==> config.mk <==
export PLATFORM = sky130hd
export DESIGN_NAME = carry_look_ahead_adder_flat
export DESIGN_NICKNAME = d
export VERILOG_FILES = /design/src/rtl/cla_pkg.sv /design/src/rtl/carry_look_ahead_adder_if.sv /design/src/rtl/cla_group4.sv /design/src/rtl/carry_look_ahead_adder.sv /design/src/flat_wrapper.sv
export SDC_FILE = /design/constraint.sdc
export NUM_CORES = 1
export LEC_CHECK = 0
export CAP_MARGIN = 20
export CORE_AREA = 2 2 39 41
export DETAILED_ROUTE_END_ITERATION = 8
export DIE_AREA = 0 0 41 43
export GPL_TIMING_DRIVEN = 0
export PLACE_DENSITY = 0.69
export SYNTH_ARGS = -nofsm -noshare
export SYNTH_HDL_FRONTEND = slang
export SYNTH_SLANG_ARGS = --single-unit
==> constraint.sdc <==
create_clock -name clk -period 3.7 [get_ports clk]
set_clock_uncertainty 0.2 [all_clocks]
set_input_delay 0.555 -clock clk [delete_from_list [all_inputs] [get_ports clk]]
set_output_delay 0.555 -clock clk [all_outputs]
set_load 0.03 [all_outputs]
==> src/rtl/cla_pkg.sv <==
// Shared constants and parameter legality check for the carry-lookahead adder.
// Latency: none (package only).
// Backpressure: none (package only).
//
// Contents:
//   CLA_GROUP      bits per first-level lookahead group
//   cla_width_ok   true when a WIDTH value can be built from whole groups
package cla_pkg;

   localparam int CLA_GROUP = 4;

   // Legal widths are whole groups, one to eight groups (4..32 bits).
   function automatic bit cla_width_ok(input int width);
      return (width % CLA_GROUP == 0) && (width >= CLA_GROUP) && (width <= 32);
   endfunction

endpackage

==> src/rtl/carry_look_ahead_adder_if.sv <==
// Operand/result bundle for the registered carry-lookahead adder.
// Latency: n/a (signal bundle only).
// Backpressure: none; the adder accepts every in_valid cycle.
//
// Signals:
//   a, b, cin, in_valid          driven by the master (operand source)
//   s, cout, grp_p, grp_g,
//   out_valid                    driven by the slave (the adder)
interface carry_look_ahead_adder_if #(
   parameter int WIDTH = 4
);
   logic [WIDTH-1:0] a;
   logic [WIDTH-1:0] b;
   logic             cin;
   logic             in_valid;
   logic [WIDTH-1:0] s;
   logic             cout;
   logic             grp_p;
   logic             grp_g;
   logic             out_valid;

   modport master (
      output a, b, cin, in_valid,
      input  s, cout, grp_p, grp_g, out_valid
   );

   modport slave (
      input  a, b, cin, in_valid,
      output s, cout, grp_p, grp_g, out_valid
   );
endinterface

==> src/rtl/cla_group4.sv <==
// 4-bit carry-lookahead group: sum bits plus group propagate/generate.
// Latency: purely combinational.
// Backpressure: none.
//
// Ports:
//   a_i, b_i   4-bit operand slices
//   c_i        carry into bit 0 of the group
//   sum_o      4-bit sum slice
//   grp_p_o    group propagate (all four bits propagate)
//   grp_g_o    group generate (group produces a carry on its own)
module cla_group4
   import cla_pkg::*;
(
   input  logic [CLA_GROUP-1:0] a_i,
   input  logic [CLA_GROUP-1:0] b_i,
   input  logic                 c_i,
   output logic [CLA_GROUP-1:0] sum_o,
   output logic                 grp_p_o,
   output logic                 grp_g_o
);

   logic [CLA_GROUP-1:0] p;
   logic [CLA_GROUP-1:0] g;
   logic                 c1;
   logic                 c2;
   logic                 c3;

   assign p = a_i ^ b_i;
   assign g = a_i & b_i;

   // Each carry is a flat sum of products from c_i, never from the previous
   // carry. The group's own carry-out is produced by the next lookahead level.
   assign c1 = g[0] | (p[0] & c_i);
   assign c2 = g[1] | (p[1] & g[0]) | (p[1] & p[0] & c_i);
   assign c3 = g[2] | (p[2] & g[1]) | (p[2] & p[1] & g[0])
             | (p[2] & p[1] & p[0] & c_i);

   assign sum_o = p ^ {c3, c2, c1, c_i};

   assign grp_p_o = &p;
   assign grp_g_o = g[3] | (p[3] & g[2]) | (p[3] & p[2] & g[1])
                  | (p[3] & p[2] & p[1] & g[0]);

endmodule

==> src/rtl/carry_look_ahead_adder.sv <==
// Registered WIDTH-bit carry-lookahead adder: {cout, s} = a + b + cin.
// Latency: 1 cycle, one addition per cycle.
// Backpressure: none; outputs load on in_valid and hold otherwise.
//
// Ports:
//   clk, rst   rising-edge clock, synchronous active-high reset
//   bus        slave side of carry_look_ahead_adder_if (operands in,
//              registered sum/carry/group P,G and out_valid out)
module carry_look_ahead_adder
   import cla_pkg::*;
#(
   parameter int WIDTH = 4
) (
   input  logic                     clk,
   input  logic                     rst,
   carry_look_ahead_adder_if.slave  bus
);

   localparam int NG = WIDTH / CLA_GROUP;   // first-level groups
   localparam int NS = (NG + 3) / 4;        // super-groups of up to 4 groups

   if (!cla_width_ok(WIDTH)) begin : g_width_chk
      $error("carry_look_ahead_adder: WIDTH=%0d must be a multiple of 4 in 4..32", WIDTH);
   end

   logic [NG-1:0]    gp;      // group propagate
   logic [NG-1:0]    gg;      // group generate
   logic [NG-1:0]    gc;      // carry into each group
   logic [NS-1:0]    sp;      // super-group propagate
   logic [NS-1:0]    sg;      // super-group generate
   logic [NS-1:0]    sc;      // carry into each super-group
   logic             top_p;
   logic             top_g;

   logic [WIDTH-1:0] s_d;
   logic             cout_d;

   logic [WIDTH-1:0] s_q;
   logic             cout_q;
   logic             grp_p_q;
   logic             grp_g_q;
   logic             vld_q;

   for (genvar k = 0; k < NG; k++) begin : g_grp
      cla_group4 u_grp (
         .a_i     (bus.a[k*CLA_GROUP +: CLA_GROUP]),
         .b_i     (bus.b[k*CLA_GROUP +: CLA_GROUP]),
         .c_i     (gc[k]),
         .sum_o   (s_d[k*CLA_GROUP +: CLA_GROUP]),
         .grp_p_o (gp[k]),
         .grp_g_o (gg[k])
      );
   end

   // Lookahead over group P/G. Every carry is formed as a sum of products
   // walking down from the nearest term, so the loops unroll into flat
   // AND-OR trees: one level up to 16 bits, a super-group level for 32 bits.
   always_comb begin : lookahead
      logic acc_g;
      logic acc_p;
      int   base;
      acc_g = 1'b0;
      acc_p = 1'b1;
      base  = 0;
      sg    = '0;
      sp    = '1;
      sc    = '0;
      gc    = '0;
      top_g = 1'b0;
      top_p = 1'b1;

      // Super-group P/G, built from the top group downwards.
      for (int k = NG - 1; k >= 0; k--) begin
         sg[k/4] = sg[k/4] | (sp[k/4] & gg[k]);
         sp[k/4] = sp[k/4] & gp[k];
      end

      // Carry into each super-group, seeded directly from cin.
      sc[0] = bus.cin;
      for (int m = 1; m < NS; m++) begin
         acc_g = 1'b0;
         acc_p = 1'b1;
         for (int l = m - 1; l >= 0; l--) begin
            acc_g = acc_g | (acc_p & sg[l]);
            acc_p = acc_p & sp[l];
         end
         sc[m] = acc_g | (acc_p & bus.cin);
      end

      // Carry into each group from its super-group carry-in.
      for (int k = 0; k < NG; k++) begin
         base  = (k / 4) * 4;
         acc_g = 1'b0;
         acc_p = 1'b1;
         for (int j = k - 1; j >= base; j--) begin
            acc_g = acc_g | (acc_p & gg[j]);
            acc_p = acc_p & gp[j];
         end
         gc[k] = acc_g | (acc_p & sc[k/4]);
      end

      // Whole-word P/G; the word carry-out needs no ripple either.
      for (int l = NS - 1; l >= 0; l--) begin
         top_g = top_g | (top_p & sg[l]);
         top_p = top_p & sp[l];
      end
   end

   assign cout_d = top_g | (top_p & bus.cin);

   always_ff @(posedge clk) begin
      if (rst) begin
         s_q     <= '0;
         cout_q  <= 1'b0;
         grp_p_q <= 1'b0;
         grp_g_q <= 1'b0;
         vld_q   <= 1'b0;
      end else begin
         vld_q <= bus.in_valid;
         if (bus.in_valid) begin
            s_q     <= s_d;
            cout_q  <= cout_d;
            grp_p_q <= top_p;
            grp_g_q <= top_g;
         end
      end
   end

   assign bus.s         = s_q;
   assign bus.cout      = cout_q;
   assign bus.grp_p     = grp_p_q;
   assign bus.grp_g     = grp_g_q;
   assign bus.out_valid = vld_q;

endmodule

==> src/flat_wrapper.sv <==
// flat-port wrapper written by rule: the top's interface ports become plain ports
module carry_look_ahead_adder_flat import cla_pkg::*;
#(
   parameter int WIDTH = 4
)
  (clk, rst, bus_a, bus_b, bus_cin, bus_in_valid, bus_s, bus_cout, bus_grp_p, bus_grp_g, bus_out_valid);
  carry_look_ahead_adder_if #(.WIDTH(WIDTH)) bus_i ();
  input  logic clk;
  input  logic rst;
  input wire logic [$bits(bus_i.a)-1:0] bus_a;
  input wire logic [$bits(bus_i.b)-1:0] bus_b;
  input wire logic [$bits(bus_i.cin)-1:0] bus_cin;
  input wire logic [$bits(bus_i.in_valid)-1:0] bus_in_valid;
  output wire logic [$bits(bus_i.s)-1:0] bus_s;
  output wire logic [$bits(bus_i.cout)-1:0] bus_cout;
  output wire logic [$bits(bus_i.grp_p)-1:0] bus_grp_p;
  output wire logic [$bits(bus_i.grp_g)-1:0] bus_grp_g;
  output wire logic [$bits(bus_i.out_valid)-1:0] bus_out_valid;
  assign bus_i.a = bus_a;
  assign bus_i.b = bus_b;
  assign bus_i.cin = bus_cin;
  assign bus_i.in_valid = bus_in_valid;
  assign bus_s = bus_i.s;
  assign bus_cout = bus_i.cout;
  assign bus_grp_p = bus_i.grp_p;
  assign bus_grp_g = bus_i.grp_g;
  assign bus_out_valid = bus_i.out_valid;
  carry_look_ahead_adder #(.WIDTH(WIDTH)) u_core (.clk(clk), .rst(rst), .bus(bus_i));
endmodule
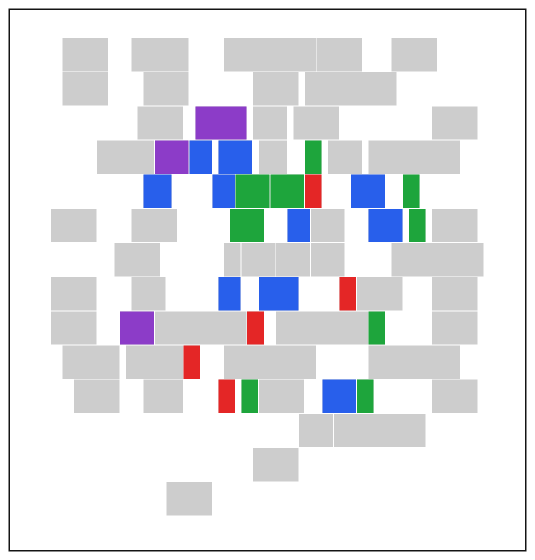
Fig. 1. Gate-type map.
| family | color | cells |
|---|---|---|
| nor cells | green | 9 |
| non-inverting ao/oa cells | purple | 3 |
| aoi and oai cells | blue | 10 |
| inv cells | red | 5 |
logic share of the area: 0.4028
highest-count logic cell in the final layout: clkdlybuf4s50_1
final std cells w/o fill: 90

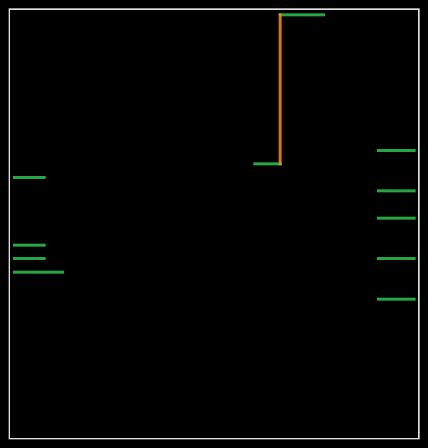
Fig. 2. Routed metal, one color a layer.
Two of the layers only.
| layer | color | wire length |
|---|---|---|
| M3 | green | 38.5 um |
| M4 | orange | 15.0 um |
WL/cell: 10.30 um
Post-Route WL: 927 um
GR Util All Layers: 0.1258
via count: 435

==> impl_metrics.toml <==
# flow metrics
[grt]
grt_pass1_wl_mm = 1.497
grt_pass1_vias = 362
grt_start_max_net_pins = 11
overflow = 0
antenna_found_initial = 0

[worst_setup_path]
path_class = "in -> reg"
path_max_fanout = 5
start_kind = "input port"
critical_path_required_ps = 3650

[power_and_ir_drop]
p_int_uw = 169.4
p_leak_uw = 0.0003002
ir_worst_vdd_uv = 113.9
swShare = 0.2870
power.switching_uw = 68.17
combPwrFrac = 0.327
p_seq_frac = 0.407
pwr-share-clk = 0.266

[timing]
fin_crit_ps = 2191
hold_violations = 0
timing.fmax_ghz = 0.4565
fin_setup_tns_ps = 0
max_slew.worst_pin.slew_ps = 303.0
maxSlewHeadroom = 0.7974
setup_viol = 0

[cts]
cts-buffers-inserted = 3
clockBufferDepth = 2
path_clk_slew_ps = 50
cts_resized = 0
root_buffer = "clkbuf_4"
tritoncts = "done"
cts_hold_buf = 0
htreeDepth = 1
post_cts_buffers = 0
cts.sinks = 8

[floorplan]
dieArea_um2 = 1763
taps = 16
rows = 14
fp_util = 0.3481
ios = 20

[synthesis]
synth_area_um2 = 481.7
yosys_cells = 52
yosys_warnings = 0
syn_inst = 52
synth_cell_types = 23
ys_chip_area_um2 = 481.7
synth_flops = 8
avgSynthCellArea_um2 = 9.264
synth_nets = 69

[layout]
regArea_um2 = 160.2
logic_gates = 37
fill_cells = 150
buf_share = 0.2872
nFlopsAndLatches = 8
drive_above_1_share = 0.1081
largestClassByArea = "combinational gates"
clk_share = 0.03152
nets = 93
diodes = 0
inv_count = 5
clkbuf_count = 3

[route]
drc = 0
dr.pass1.iters = 4
viasPerCell = 4.833

[run_status]
status = "complete, no violations"

[placed_design]
gp_congestion = 0.8093

[run]
cap_violations = 0
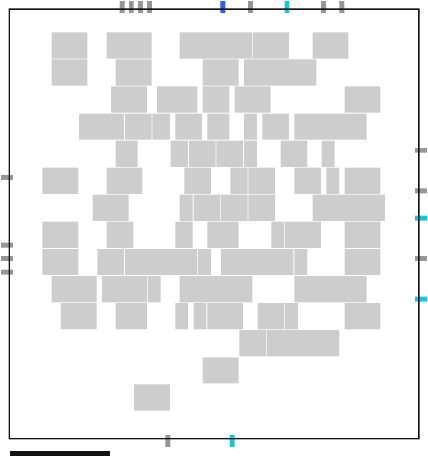
Fig. 3. Pin placement.
The bar under the picture is 10 um long. Pins as bars across the die edge, other pins in gray.
| port | color | pins | direction | edge |
|---|---|---|---|---|
| `rst` | blue | 1 | input | north |
| `bus_s` | cyan | 4 | output | 2 east, 1 south, 1 north |
all pins by edge: 9 north, 5 east, 4 west, 2 south
Die H: 43 um
# port buffers: 19
Die W: 41 um

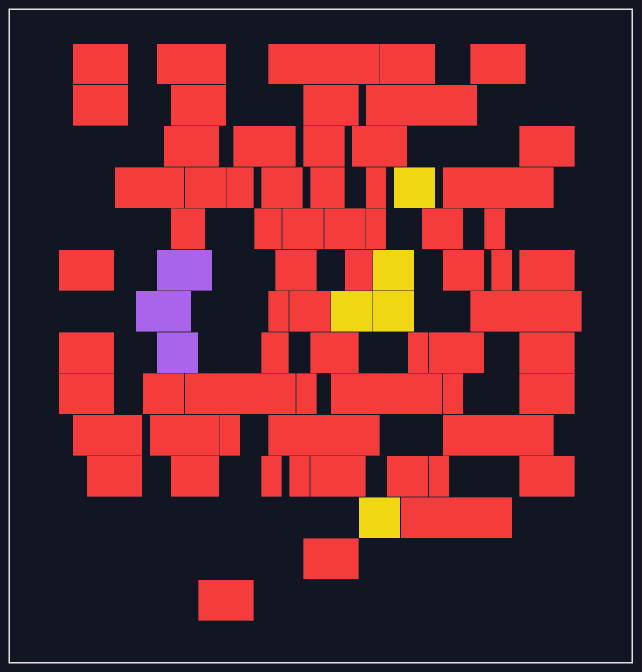
Fig. 4. Sizing map.
| size | color | cells | share | most used |
|---|---|---|---|---|
| x2 | purple | 3 | 4.1% | and4_2 |
| x1 and smaller | red | 66 | 89% | clkdlybuf4s50_1 |
| x3 and x4 | yellow | 5 | 6.8% | clkbuf_4 |
final instance area: 714.4 um2
Final WS setup: 1509 ps
Buffers excl. clock: 21

## worst paths after layout
kind	from	end	slack (ps)	cells past startpoint
worst max register to register	u_core.bus.s[3]	u_core.bus.s[3]	2730	3
worst min-delay path	u_core.bus.s[0]	u_core.bus.s[0]	270	2
worst min register to register	u_core.bus.s[0]	u_core.bus.s[0]	270	2
worst max-delay path	bus_b[1]	u_core.bus.s[2]	1510	5
## state kept, by name, summed over array words and instances, names as in the netlist
name and cells:
u_core.bus.grp_g 1, u_core.bus.grp_p 1, u_core.bus.s 4, u_core.bus.out_valid 1
u_core.bus.cout 1
## Yosys cell counts
library cell | number | area, um2
a211oi_1 | 3 | 22.52
o311ai_1 | 1 | 8.760
a2111o_1 | 1 | 11.26
a21oi_1 | 3 | 15.01
nor3b_1 | 3 | 22.52
nand3b_1 | 1 | 7.510
xnor2_1 | 1 | 8.760
nand2_1 | 1 | 3.750
or4_1 | 1 | 7.510
a21o_1 | 2 | 15.01
inv_1 | 5 | 18.77
and4_2 | 2 | 20.02
ha_1 | 4 | 50.05
nor2_1 | 6 | 22.52
a31oi_1 | 1 | 6.260
o21ai_0 | 1 | 5.000
fa_1 | 1 | 20.02
buf_4 | 2 | 15.01
or3_1 | 1 | 6.260
and3_2 | 1 | 7.510
o211ai_1 | 1 | 7.510
dfxtp_1 | 8 | 160.2
mux2i_1 | 2 | 20.02
## cells in the final DEF (no fill, tap or decap), drive strengths merged
cell,count
xnor2,1
a211oi,3
a31oi,1
inv,5
buf,2
o211ai,1
o21ai,1
nor2,6
fa,1
nand2,1
clkbuf,3
clkdlybuf4s50,19
and4,2
or3,1
dfxtp,8
nand3b,1
ha,4
or4,1
o311ai,1
a21oi,3
and3,1
mux2i,2
a2111o,1
a21o,2
nor3b,3
## through the flow
step | utilization | std cells | cell area [um2] | worst slack [ps] | total power [uW]
after floorplan | - | 52 | 481.7 | 1745 | 143.8
after global placement | 0.5000 | 87 | 691.9 | 1263 | 176.1
after detailed placement | 0.5000 | 87 | 691.9 | 1249 | 176.8
after CTS | 0.5163 | 90 | 714.4 | 1507 | 242.3
after global routing | 0.5163 | 90 | 714.4 | 1445 | 251.3
final | 0.5163 | 90 | 714.4 | 1509 | 237.5
## power by group through the flow
stage | Combinational, uW | Clock, uW | Sequential [uW]
2_1_floorplan | 31.5 | 0 | 112
3_3_place_gp | 77.9 | 0 | 98.2
3_5_place_dp | 78.5 | 0 | 98.4
4_1_cts | 78.7 | 67.0 | 96.6
5_1_grt | 85.2 | 69.0 | 97.1
6_report | 77.8 | 63.2 | 96.6
## layer usage
metal  GRT usage  share of wire  vias up
met4      0.1000          0.015        0
li1            -              -      236
met3     0.01571          0.041        2
met2      0.1500           0.46       11
met5           0              0        -
met1      0.1909           0.49      186
## cells by family after synthesis
family | after synthesis | synth area share
and+or+nand+nor | 16 | 0.2026
AOI/OAI and AO/OA | 13 | 0.1896
DFF | 8 | 0.3325
buffers and inverters | 7 | 0.07012
adders and majority gates | 5 | 0.1455
muxes | 2 | 0.04156
xor gates and xnor gates | 1 | 0.01819
## worst max-delay path, stage by stage
cell	delay [ps]
clkdlybuf4s50_1	400
ha_1	350
a21o_1	250
or4_1	510
o311ai_1	80
No activity file was given, so power comes from the tool's default toggle rates.
